Run 1, clock routing:
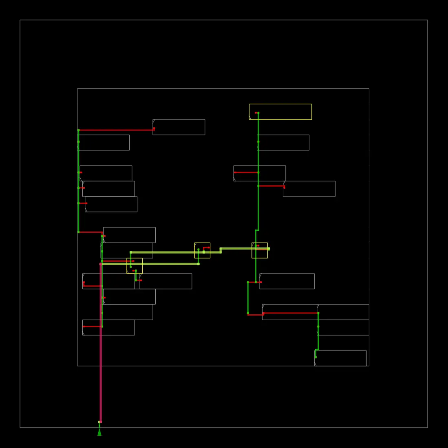
Run 1, close-up of the layout:
Window x 44 to 64, y 44 to 64 um. Cells in grey, sequential cells in the stronger grey; small squares are vias.
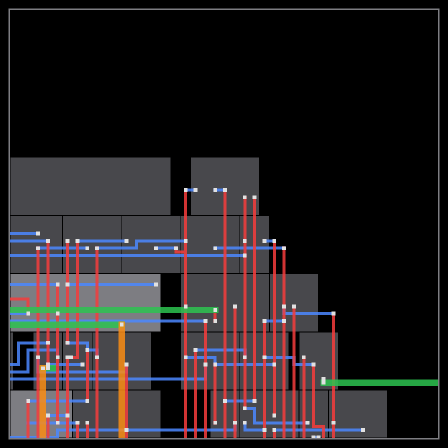
Run 1, the metal 2 layer:
Scale: 4 px per um. Cells faint in the background.
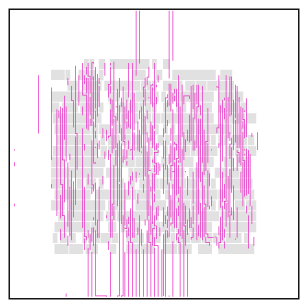
$ cat config.mk
export PLATFORM = sky130hd
export DESIGN_NAME = volt_sweep_ctrl
export DESIGN_NICKNAME = d
export VERILOG_FILES = /design/src/rtl/volt_sweep_ctrl_pkg.sv /design/src/rtl/volt_sweep_ctrl_settle_timer.sv /design/src/rtl/volt_sweep_ctrl.sv
export SDC_FILE = /design/constraint.sdc
export NUM_CORES = 1
export LEC_CHECK = 0
export ABC_AREA = 1
export ABC_CLOCK_PERIOD_IN_PS = 1500
export CAP_MARGIN = 20
export CORE_MARGIN = 10
export CORE_UTILIZATION = 46
export CTS_CLUSTER_DIAMETER = 200
export DETAILED_ROUTE_END_ITERATION = 10
export HOLD_SLACK_MARGIN = 0.15
export PLACE_DENSITY = 0.87
export SLEW_MARGIN = 20
export SYNTH_ARGS = -nofsm -noshare
export SYNTH_HDL_FRONTEND = slang
export SYNTH_SLANG_ARGS = --single-unit
export TNS_END_PERCENT = 20
$ cat constraint.sdc
create_clock -name clk_i -period 1.5 [get_ports clk_i]
set_clock_uncertainty 0.05 [all_clocks]
set_input_delay 0.225 -clock clk_i [delete_from_list [all_inputs] [get_ports clk_i]]
set_output_delay 0.225 -clock clk_i [all_outputs]
set_load 0.01 [all_outputs]
$ cat src/rtl/volt_sweep_ctrl_pkg.sv
// ----------------------------------------------------------------------------
// volt_sweep_ctrl_pkg
//   Constants shared by the sweep sequencer and the DAC code counter:
//   - counter opcodes (OPC_*) driven on opc1_o / decoded by the counter
//   - sweep FSM state encoding (ST_*)
//   - settle_cnt_w(): width of the settle down-counter for a given settle time
// ----------------------------------------------------------------------------
package volt_sweep_ctrl_pkg;

    // Counter opcodes. 2'b11 is decoded by the counter as clear as well.
    localparam logic [1:0] OPC_CLEAR = 2'b00;
    localparam logic [1:0] OPC_HOLD  = 2'b01;
    localparam logic [1:0] OPC_INC   = 2'b10;

    // Sweep FSM state encoding.
    localparam logic [3:0] ST_IDLE     = 4'd0;
    localparam logic [3:0] ST_CLEAR    = 4'd1;
    localparam logic [3:0] ST_DAC_WR   = 4'd2;
    localparam logic [3:0] ST_DAC_WAIT = 4'd3;
    localparam logic [3:0] ST_SETTLE   = 4'd4;
    localparam logic [3:0] ST_ADC_CONV = 4'd5;
    localparam logic [3:0] ST_ADC_WAIT = 4'd6;
    localparam logic [3:0] ST_TX_TAG   = 4'd7;
    localparam logic [3:0] ST_TX_HI    = 4'd8;
    localparam logic [3:0] ST_TX_LO    = 4'd9;
    localparam logic [3:0] ST_CHECK    = 4'd10;
    localparam logic [3:0] ST_STEP     = 4'd11;
    localparam logic [3:0] ST_FINISH   = 4'd12;

    // The settle counter holds values 0..cycles-1; keep at least one bit so
    // the timer is still legal when the settle phase is skipped.
    function automatic int settle_cnt_w(input int cycles);
        return (cycles <= 1) ? 1 : $clog2(cycles);
    endfunction

endpackage

$ cat src/rtl/volt_sweep_ctrl_settle_timer.sv
// ----------------------------------------------------------------------------
// sweep_settle_timer
//   Loadable down-counter with zero flag, used to time the SETTLE phase.
//   Ports:
//     clk_i       in   clock, rising edge
//     rst_i       in   asynchronous active-high reset (counter -> 0)
//     load_i      in   load load_val_i (has priority over en_i)
//     en_i        in   decrement while non-zero
//     load_val_i  in   CntWidth value to load
//     zero_o      out  counter is zero
// ----------------------------------------------------------------------------
module sweep_settle_timer #(
    parameter int CntWidth = 4
) (
    input  logic                clk_i,
    input  logic                rst_i,
    input  logic                load_i,
    input  logic                en_i,
    input  logic [CntWidth-1:0] load_val_i,
    output logic                zero_o
);

    logic [CntWidth-1:0] cnt_q;
    logic [CntWidth-1:0] cnt_d;

    always_comb begin
        cnt_d = cnt_q;
        if (load_i) begin
            cnt_d = load_val_i;
        end else if (en_i && (cnt_q != '0)) begin
            cnt_d = cnt_q - 1'b1;
        end
    end

    always_ff @(posedge clk_i or posedge rst_i) begin
        if (rst_i) begin
            cnt_q <= '0;
        end else begin
            cnt_q <= cnt_d;
        end
    end

    assign zero_o = (cnt_q == '0);

endmodule

$ cat src/rtl/volt_sweep_ctrl.sv
// ----------------------------------------------------------------------------
// volt_sweep_ctrl
//   Voltage sweep sequencer. For every counter code it clears/steps the
//   external code counter, fires a DAC write, waits a settle time, fires an
//   ADC conversion and frames the 16-bit zero-extended sample as bytes
//   (high then low) to the UART transmitter.
//
//   Build option: VOLT_SWEEP_TAG_EN -- when defined, a tag byte carrying the
//   low 8 bits of the current code precedes each sample (3 bytes/sample).
//
//   Ports:
//     clk_i        in   system clock, rising edge
//     rst_i        in   asynchronous active-high reset
//     start_i      in   sweep request (sampled in IDLE only)
//     count_i      in   current counter code (Width)
//     opc1_o       out  counter opcode (00 clear, 01 hold, 10 increment)
//     dac_start_o  out  one-cycle DAC write pulse
//     dac_done_i   in   DAC write complete pulse
//     adc_start_o  out  one-cycle ADC conversion pulse
//     adc_done_i   in   ADC conversion complete pulse (adc_data_i valid)
//     adc_data_i   in   ADC sample (AdcWidth)
//     tx_data_o    out  byte to UART TX
//     tx_valid_o   out  byte valid
//     tx_ready_i   in   UART TX accepts byte
//     busy_o       out  high in every state except IDLE
//     done_o       out  one-cycle pulse at sweep end
//
//   TX handshake: a byte transfers on a rising clk edge where tx_valid_o and
//   tx_ready_i are both high; tx_valid_o/tx_data_o stay stable until then and
//   tx_ready_i alone has no effect.
// ----------------------------------------------------------------------------
module volt_sweep_ctrl
    import volt_sweep_ctrl_pkg::*;
#(
    parameter int Width        = 5,
    parameter int MaxCount     = 31,
    parameter int AdcWidth     = 12,
    parameter int SettleCycles = 16
) (
    input  logic                clk_i,
    input  logic                rst_i,
    input  logic                start_i,
    input  logic [Width-1:0]    count_i,
    output logic [1:0]          opc1_o,
    output logic                dac_start_o,
    input  logic                dac_done_i,
    output logic                adc_start_o,
    input  logic                adc_done_i,
    input  logic [AdcWidth-1:0] adc_data_i,
    output logic [7:0]          tx_data_o,
    output logic                tx_valid_o,
    input  logic                tx_ready_i,
    output logic                busy_o,
    output logic                done_o
);

    localparam logic [Width-1:0] MAX_CODE = Width'(MaxCount);

    localparam int SettleW = settle_cnt_w(SettleCycles);
    localparam logic [SettleW-1:0] SETTLE_LOAD =
        SettleW'((SettleCycles > 0) ? SettleCycles - 1 : 0);

`ifdef VOLT_SWEEP_TAG_EN
    localparam logic [3:0] TX_FIRST = ST_TX_TAG;
`else
    localparam logic [3:0] TX_FIRST = ST_TX_HI;
`endif

    logic [3:0]  state_q;
    logic [3:0]  state_d;
    logic [15:0] sample_q;
    logic [15:0] sample_d;
    logic        settle_load;
    logic        settle_zero;

    // The timer is loaded with SettleCycles-1 on entry to SETTLE and counts
    // down while there, so SETTLE lasts exactly SettleCycles cycles.
    sweep_settle_timer #(
        .CntWidth (SettleW)
    ) u_settle (
        .clk_i      (clk_i),
        .rst_i      (rst_i),
        .load_i     (settle_load),
        .en_i       (state_q == ST_SETTLE),
        .load_val_i (SETTLE_LOAD),
        .zero_o     (settle_zero)
    );

    // Next-state logic. In the TX states tx_valid_o is high, so tx_ready_i
    // alone marks a completed handshake there.
    always_comb begin
        state_d     = state_q;
        sample_d    = sample_q;
        settle_load = 1'b0;
        case (state_q)
            ST_IDLE:     if (start_i) state_d = ST_CLEAR;
            ST_CLEAR:    state_d = ST_DAC_WR;
            ST_DAC_WR:   state_d = ST_DAC_WAIT;
            ST_DAC_WAIT: begin
                if (dac_done_i) begin
                    if (SettleCycles == 0) begin
                        state_d = ST_ADC_CONV;
                    end else begin
                        state_d     = ST_SETTLE;
                        settle_load = 1'b1;
                    end
                end
            end
            ST_SETTLE:   if (settle_zero) state_d = ST_ADC_CONV;
            ST_ADC_CONV: state_d = ST_ADC_WAIT;
            ST_ADC_WAIT: begin
                if (adc_done_i) begin
                    sample_d = 16'(adc_data_i);
                    state_d  = TX_FIRST;
                end
            end
            ST_TX_TAG:   if (tx_ready_i) state_d = ST_TX_HI;
            ST_TX_HI:    if (tx_ready_i) state_d = ST_TX_LO;
            ST_TX_LO:    if (tx_ready_i) state_d = ST_CHECK;
            // count_i already reflects the last CLEAR/STEP, so the last code
            // is detected here and the counter is never stepped past it.
            ST_CHECK:    state_d = (count_i == MAX_CODE) ? ST_FINISH : ST_STEP;
            ST_STEP:     state_d = ST_DAC_WR;
            ST_FINISH:   state_d = ST_IDLE;
            default:     state_d = ST_IDLE;
        endcase
    end

    always_ff @(posedge clk_i or posedge rst_i) begin
        if (rst_i) begin
            state_q  <= ST_IDLE;
            sample_q <= '0;
        end else begin
            state_q  <= state_d;
            sample_q <= sample_d;
        end
    end

    // Moore output decode.
    always_comb begin
        opc1_o      = OPC_HOLD;
        dac_start_o = 1'b0;
        adc_start_o = 1'b0;
        tx_data_o   = 8'h00;
        tx_valid_o  = 1'b0;
        done_o      = 1'b0;
        case (state_q)
            ST_CLEAR:    opc1_o      = OPC_CLEAR;
            ST_STEP:     opc1_o      = OPC_INC;
            ST_DAC_WR:   dac_start_o = 1'b1;
            ST_ADC_CONV: adc_start_o = 1'b1;
            ST_TX_TAG: begin
                tx_data_o  = 8'(count_i);
                tx_valid_o = 1'b1;
            end
            ST_TX_HI: begin
                tx_data_o  = sample_q[15:8];
                tx_valid_o = 1'b1;
            end
            ST_TX_LO: begin
                tx_data_o  = sample_q[7:0];
                tx_valid_o = 1'b1;
            end
            ST_FINISH:   done_o      = 1'b1;
            default:     ;
        endcase
    end

    assign busy_o = (state_q != ST_IDLE);

endmodule

==> reports/metrics.csv, run 1 <==
stage;metric;value;unit
status;status;finished, violations left;
status;violations;negative setup slack;
synthesis;yosysUniqueCellTypes;19;
power_and_ir_drop;powerDensity;1674;mW/mm2
finish;stdcell_count;289;
critical_path;crit-reg2reg-launch;state_q[3];
floorplanning;fp.dieW;71.97;um
final_timing;worst_slew_pin_slew;0.2834;ns
finish;sh_comb_area;35.11;%
cts;cts_resized;87;
finish;reg.largest.list;sample_q x12, state_q x4, u_settle.cnt_q x4;
cts;cts.clk_slew.worst_paths;0.11;ns
synthesis;yosys.area_share.simple;35.45;%
grt;grt_most_used_layer;met2;
power_and_ir_drop;power_leader;combinational logic;
job;warning_count;28;
route;vias_per_cell;5.104;
critical_path;worst-endpoint-required;1.22;ns
placed_design;hpwl;3.121;mm
floorplanning;fp_util;49.26;%
final_timing;timing.fmax;583.5;MHz
synthesis;aoi_share;10.98;%
route;met2_length;2.489;mm
placed_design;gp_congestion;0.9555;
critical_path;crit_buf_inv;3;
finish;bufAreaShareNonClock;30.27;%
final_timing;drv_slew;0;
synthesis;synth-xor-area-share;0;%
critical_path;startpoint_type;register;
power_and_ir_drop;ir_drop;1.214;mV
critical_path;cpMaxStageDelayCell;dfrtp_1;
finish;largest_register_ffs;12;
critical_path;cp-startpoint;state_q[1];
grt;use_met1;15.54;%
final_timing;hold_viol;0;
finish;post-route-util;81.94;%
critical_path;cp-endpoint;tx_data_o[3];
finish;logic_area;725.7;um2
job;max_cap_viol_count;0;
power_and_ir_drop;p_int;0.002021;W
finish;area_delta_synth_final;66.36;%
finish;seqCellArea;503.0;um2
finish;largest_register;sample_q;
route;drt_iter0_markers;55;
route;postRouteAntennaNets;0;
synthesis;synthesis.yosys.warnings;0;
synthesis;synth.most_common_cell;nand2_1;
final_timing;setup_ws;-0.2137;ns
synthesis;flop_cell;dfrtp_1;
grt;grt_antenna_before_repair;0;
cts;htreeDepth;1;
power_and_ir_drop;switching_share;41.57;%
floorplanning;dieArea;0.005180;mm2
finish;nNonClkInverters;32;
synthesis;yosysTopAreaCellShare;40.28;%
critical_path;cp-end-kind;output port;
route;dr_wl_met3;238;um
floorplanning;rows;18;
synthesis;netlist_area;0.001242;mm2
final_timing;setup-violations-final;31;
power_and_ir_drop;p_comb;0.00215;W
final_timing;slew_headroom;80.96;%
synthesis;synth-edff-count;0;
synthesis;largest_area_cell;dfrtp_1;
critical_path;critPathKind;reg2out;
critical_path;arrival;1.44;ns
finish;num-multi-input-gates;128;
critical_path;ff2ff_path_depth;9;
grt;grt_use_met3;4.082;%
finish;final_area;0.002067;mm2
critical_path;crit_chain;buf_4, nor2_4, buf_6, nand3_1, o211ai_1, buf_2;
finish;drive_gt1_share;37.84;%
cts;clockBufferDepth;2;
power_and_ir_drop;pwr-share-seq;25.3;%
cts;cts-root-buf;clkbuf_4;
finish;layout_top_cells;nand2_1 (37), buf_4 (30), inv_1 (27);
cts;ctsHoldBuffers;0;
cts;cts_tree;yes;
synthesis;common_cells;nand2_1 (44), nor2_1 (32), inv_1 (30);
finish;num-nonclk-buffers;75;
route;drc;0;
synthesis;yosys-top-cells-area;dfrtp_1 (40%), nand2_1 (13%), nor2_1 (9.7%);
grt;grt_pass1_wl;6.858;mm
synthesis;top_logic_kind;simple AND/OR/NAND/NOR gates;
power_and_ir_drop;power;0.003459;W
final_timing;finalSetupTns;-3.977;ns
route;drtPass1Iterations;4;
final_timing;fin_crit;1.714;ns
route;drt-met1-wl;1.497;mm
synthesis;avgSynthCellArea;6.827;um2
finish;largest_class;combinational gates;
power_and_ir_drop;leakage;1.121;nW
placed_design;port_buffers;37;
synthesis;async_reset_ff_share;100.0;%
final_timing;rsz0062_at_grt;yes;
floorplanning;num_io_pins;38;
min_path;hold_class;in2async;
finish;clkCellAreaFrac;2.542;%
synthesis;mux_share;1.813;%
route;top_layer;met4;
critical_path;slowest_delay;0.43;ns
synthesis;synth_seq_share;40.28;%
floorplanning;taps;30;
floorplanning;fp.dieH;71.97;um
critical_path;cp_max_fo;4;
finish;fill_cells;172;
power_and_ir_drop;p_clk_share;12.5;%
synthesis;synthAdderAreaFrac;1.007;%
synthesis;numSynthFlops;20;
power_and_ir_drop;p_comb_share;62.2;%
synthesis;synthCells;182;
grt;track_usage;16.29;%
finish;antenna_cells;0;
finish;finalNetCount;284;
grt;grt.overflow.total;0;
final_timing;period_used_share;114.2;%
final_timing;holdWs;0.1838;ns
floorplanning;core;0.002522;mm2
critical_path;reg2reg_to;sample_q[5];
finish;lay_top_count;nand2_1;
grt;grt_pass1_vias;1544;
placed_design;dp_slack;-0.3110;ns
placed_design;place_area;0.001873;mm2
critical_path;cp_top_family;buffers and inverters;
finish;sh_seq_area;24.33;%
power_and_ir_drop;power_switching;0.001438;W
grt;grt_start_max_net_pins;21;
cts;clock_sinks;20;
placed_design;placed_cells;278;
synthesis;ys_cells;182;
power_and_ir_drop;p_seq;0.000875;W
synthesis;yosys_area;0.001242;mm2
cts;post_cts_buffers;5;
route;routedWlPerCell;15.02;um
critical_path;reg2reg_slack;-0.17;ns
critical_path;cp.depth;6;
synthesis;synth_nets;206;
## Picture notes: 'clock routing'
Seq cells: 20
TritonCTS Buffers: 3
clk latency late pin: 0.30 ns
CLK BUF: 3
clk pwr: 0.000432 W

## Picture notes: 'close-up of the layout'
| colour | layer |
|---|---|
| blue | M1 |
| orange | M4 |
| green | M3 |
| red | M2 |
sequential cells in the window: 1
netlist names of flops here include: state_q (1)
cells with their middle in the window: 21
most frequent: buf_4 (8)

## Picture notes: 'the metal 2 layer'
share of all routed wire: 57%
wire length on this layer: 2490 um
longest straight run: 31.5 um
GR Layer Usage met2: 31.76%
WL final: 4.342 mm
DR vias: 1475

## Run 2: what changed since run 1
--- a/config.mk
+++ b/config.mk
@@ -11,6 +11,7 @@
 export CORE_MARGIN = 10
 export CORE_UTILIZATION = 46
 export CTS_CLUSTER_DIAMETER = 200
+export CTS_CLUSTER_SIZE = 20
 export DETAILED_ROUTE_END_ITERATION = 10
 export HOLD_SLACK_MARGIN = 0.15
 export PLACE_DENSITY = 0.87
==> run 2 against run 1 <==
  * Hold slack unchanged
  * Final area did not move
  * Critical endpoint unchanged
  * Flip-flop count did not move
  * The run still ends with negative setup slack left
  * Largest cell class unchanged
  * Critical path depth is the same
==> reports/metrics.csv, run 2 <==
stage;metric;value;unit;change
status;status;finished, violations left;;
status;violations;negative setup slack;;
placed_design;placed_cells;278;;unchanged
power_and_ir_drop;p_clk;0.000432;W;about the same
finish;logic_area;725.7;um2;unchanged
synthesis;ys_cells;182;;unchanged
final_timing;slew_headroom;80.96;%;unchanged
critical_path;startpoint_type;register;;
floorplanning;taps;30;;unchanged
critical_path;worst-endpoint-required;1.22;ns;about the same
critical_path;slowest_delay;0.43;ns;about the same
grt;grt_antenna_before_repair;0;;unchanged
synthesis;synthCells;182;;unchanged
power_and_ir_drop;p_seq;0.000875;W;about the same
synthesis;yosys.area_share.simple;35.45;%;unchanged
synthesis;yosys-top-cells-area;dfrtp_1 (40%), nand2_1 (13%), nor2_1 (9.7%);;
floorplanning;fp_util;49.26;%;unchanged
synthesis;yosysUniqueCellTypes;19;;unchanged
final_timing;rsz0062_at_grt;yes;;
synthesis;netlist_area;0.001242;mm2;unchanged
route;drt_iter0_markers;55;;unchanged
power_and_ir_drop;power_switching;0.001438;W;unchanged
job;max_cap_viol_count;0;;unchanged
route;drc;0;;unchanged
power_and_ir_drop;p_comb_share;62.2;%;about the same
grt;use_met1;15.54;%;unchanged
route;via_count;1475;;unchanged
synthesis;largest_area_cell;dfrtp_1;;
grt;grt_pass1_wl;6.858;mm;unchanged
grt;met2_usage;31.76;%;unchanged
power_and_ir_drop;p_comb;0.00215;W;about the same
power_and_ir_drop;powerDensity;1674;mW/mm2;unchanged
cts;cts-buffers-inserted;3;;unchanged
floorplanning;core;0.002522;mm2;unchanged
finish;num-multi-input-gates;128;;unchanged
finish;clkCellAreaFrac;2.542;%;unchanged
power_and_ir_drop;pwr-share-seq;25.3;%;about the same
power_and_ir_drop;switching_share;41.57;%;unchanged
final_timing;period_used_share;114.2;%;unchanged
final_timing;worst_slew_pin_slew;0.2834;ns;unchanged
synthesis;synthesis.yosys.warnings;0;;unchanged
route;met2_length;2.489;mm;unchanged
final_timing;setup-violations-final;31;;unchanged
critical_path;critPathKind;reg2out;;
synthesis;avgSynthCellArea;6.827;um2;unchanged
final_timing;hold_viol;0;;unchanged
route;vias_per_cell;5.104;;unchanged
route;routed_wl;4.342;mm;unchanged
final_timing;timing.fmax;583.5;MHz;unchanged
synthesis;aoi_share;10.98;%;unchanged
critical_path;ff2ff_path_depth;9;;unchanged
finish;finalNetCount;284;;unchanged
critical_path;crit_buf_inv;3;;unchanged
finish;bufAreaShareNonClock;30.27;%;unchanged
finish;num-nonclk-buffers;75;;unchanged
grt;grt.overflow.total;0;;unchanged
synthesis;mux_share;1.813;%;unchanged
floorplanning;fp.dieH;71.97;um;unchanged
cts;cts_resized;87;;unchanged
synthesis;synth_seq_share;40.28;%;unchanged
final_timing;setup_ws;-0.2137;ns;unchanged
critical_path;cp_top_family;buffers and inverters;;
finish;largest_register_ffs;12;;unchanged
critical_path;crit_chain;buf_4, nor2_4, buf_6, nand3_1, o211ai_1, buf_2;;
placed_design;port_buffers;37;;unchanged
critical_path;reg2reg_slack;-0.17;ns;about the same
critical_path;cp.depth;6;;unchanged
synthesis;top_logic_kind;simple AND/OR/NAND/NOR gates;;
critical_path;crit-reg2reg-launch;state_q[3];;
power_and_ir_drop;power;0.003459;W;unchanged
finish;area_delta_synth_final;66.36;%;unchanged
finish;post-route-util;81.94;%;unchanged
critical_path;reg2reg_to;sample_q[5];;
finish;seqCellArea;503.0;um2;unchanged
cts;clkLatencyLatePin;0.30;ns;about the same
cts;cts_tree;yes;;
power_and_ir_drop;p_clk_share;12.5;%;about the same
placed_design;place_area;0.001873;mm2;unchanged
final_timing;drv_slew;0;;unchanged
finish;layout_top_cells;nand2_1 (37), buf_4 (30), inv_1 (27);;
finish;sh_seq_area;24.33;%;unchanged
synthesis;synth.most_common_cell;nand2_1;;
synthesis;synthAdderAreaFrac;1.007;%;unchanged
cts;cts.clk_slew.worst_paths;0.11;ns;about the same
power_and_ir_drop;p_int;0.002021;W;unchanged
synthesis;synth-edff-count;0;;unchanged
floorplanning;num_io_pins;38;;unchanged
Run 2, metal layers overlaid:
Scale: 8 px per um. Two of the layers only.
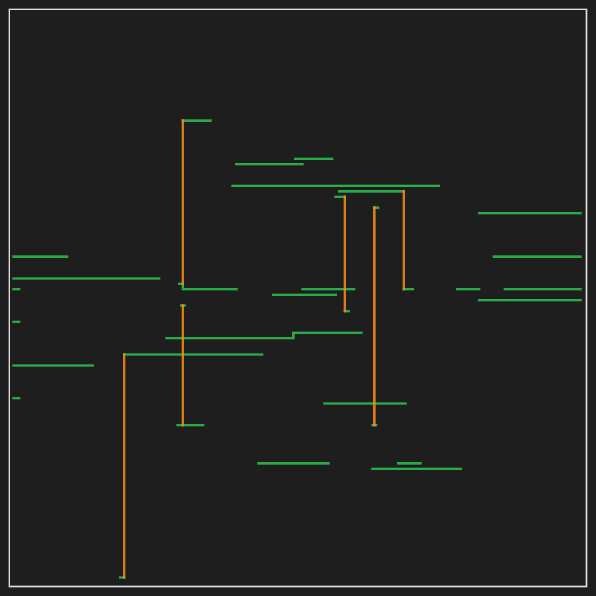
| colour | layer | wire length |
|---|---|---|
| green | M3 | 239 um |
| orange | M4 | 117 um |
GRT Overall Usage: 16.29%
Avg WL per Cell: 15.02 um

Run 2, clock routing:
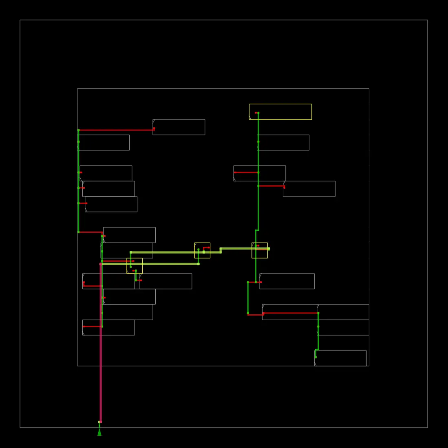
CTS sink count: 20

No activity file was given, so power comes from the tool's default toggle rates.
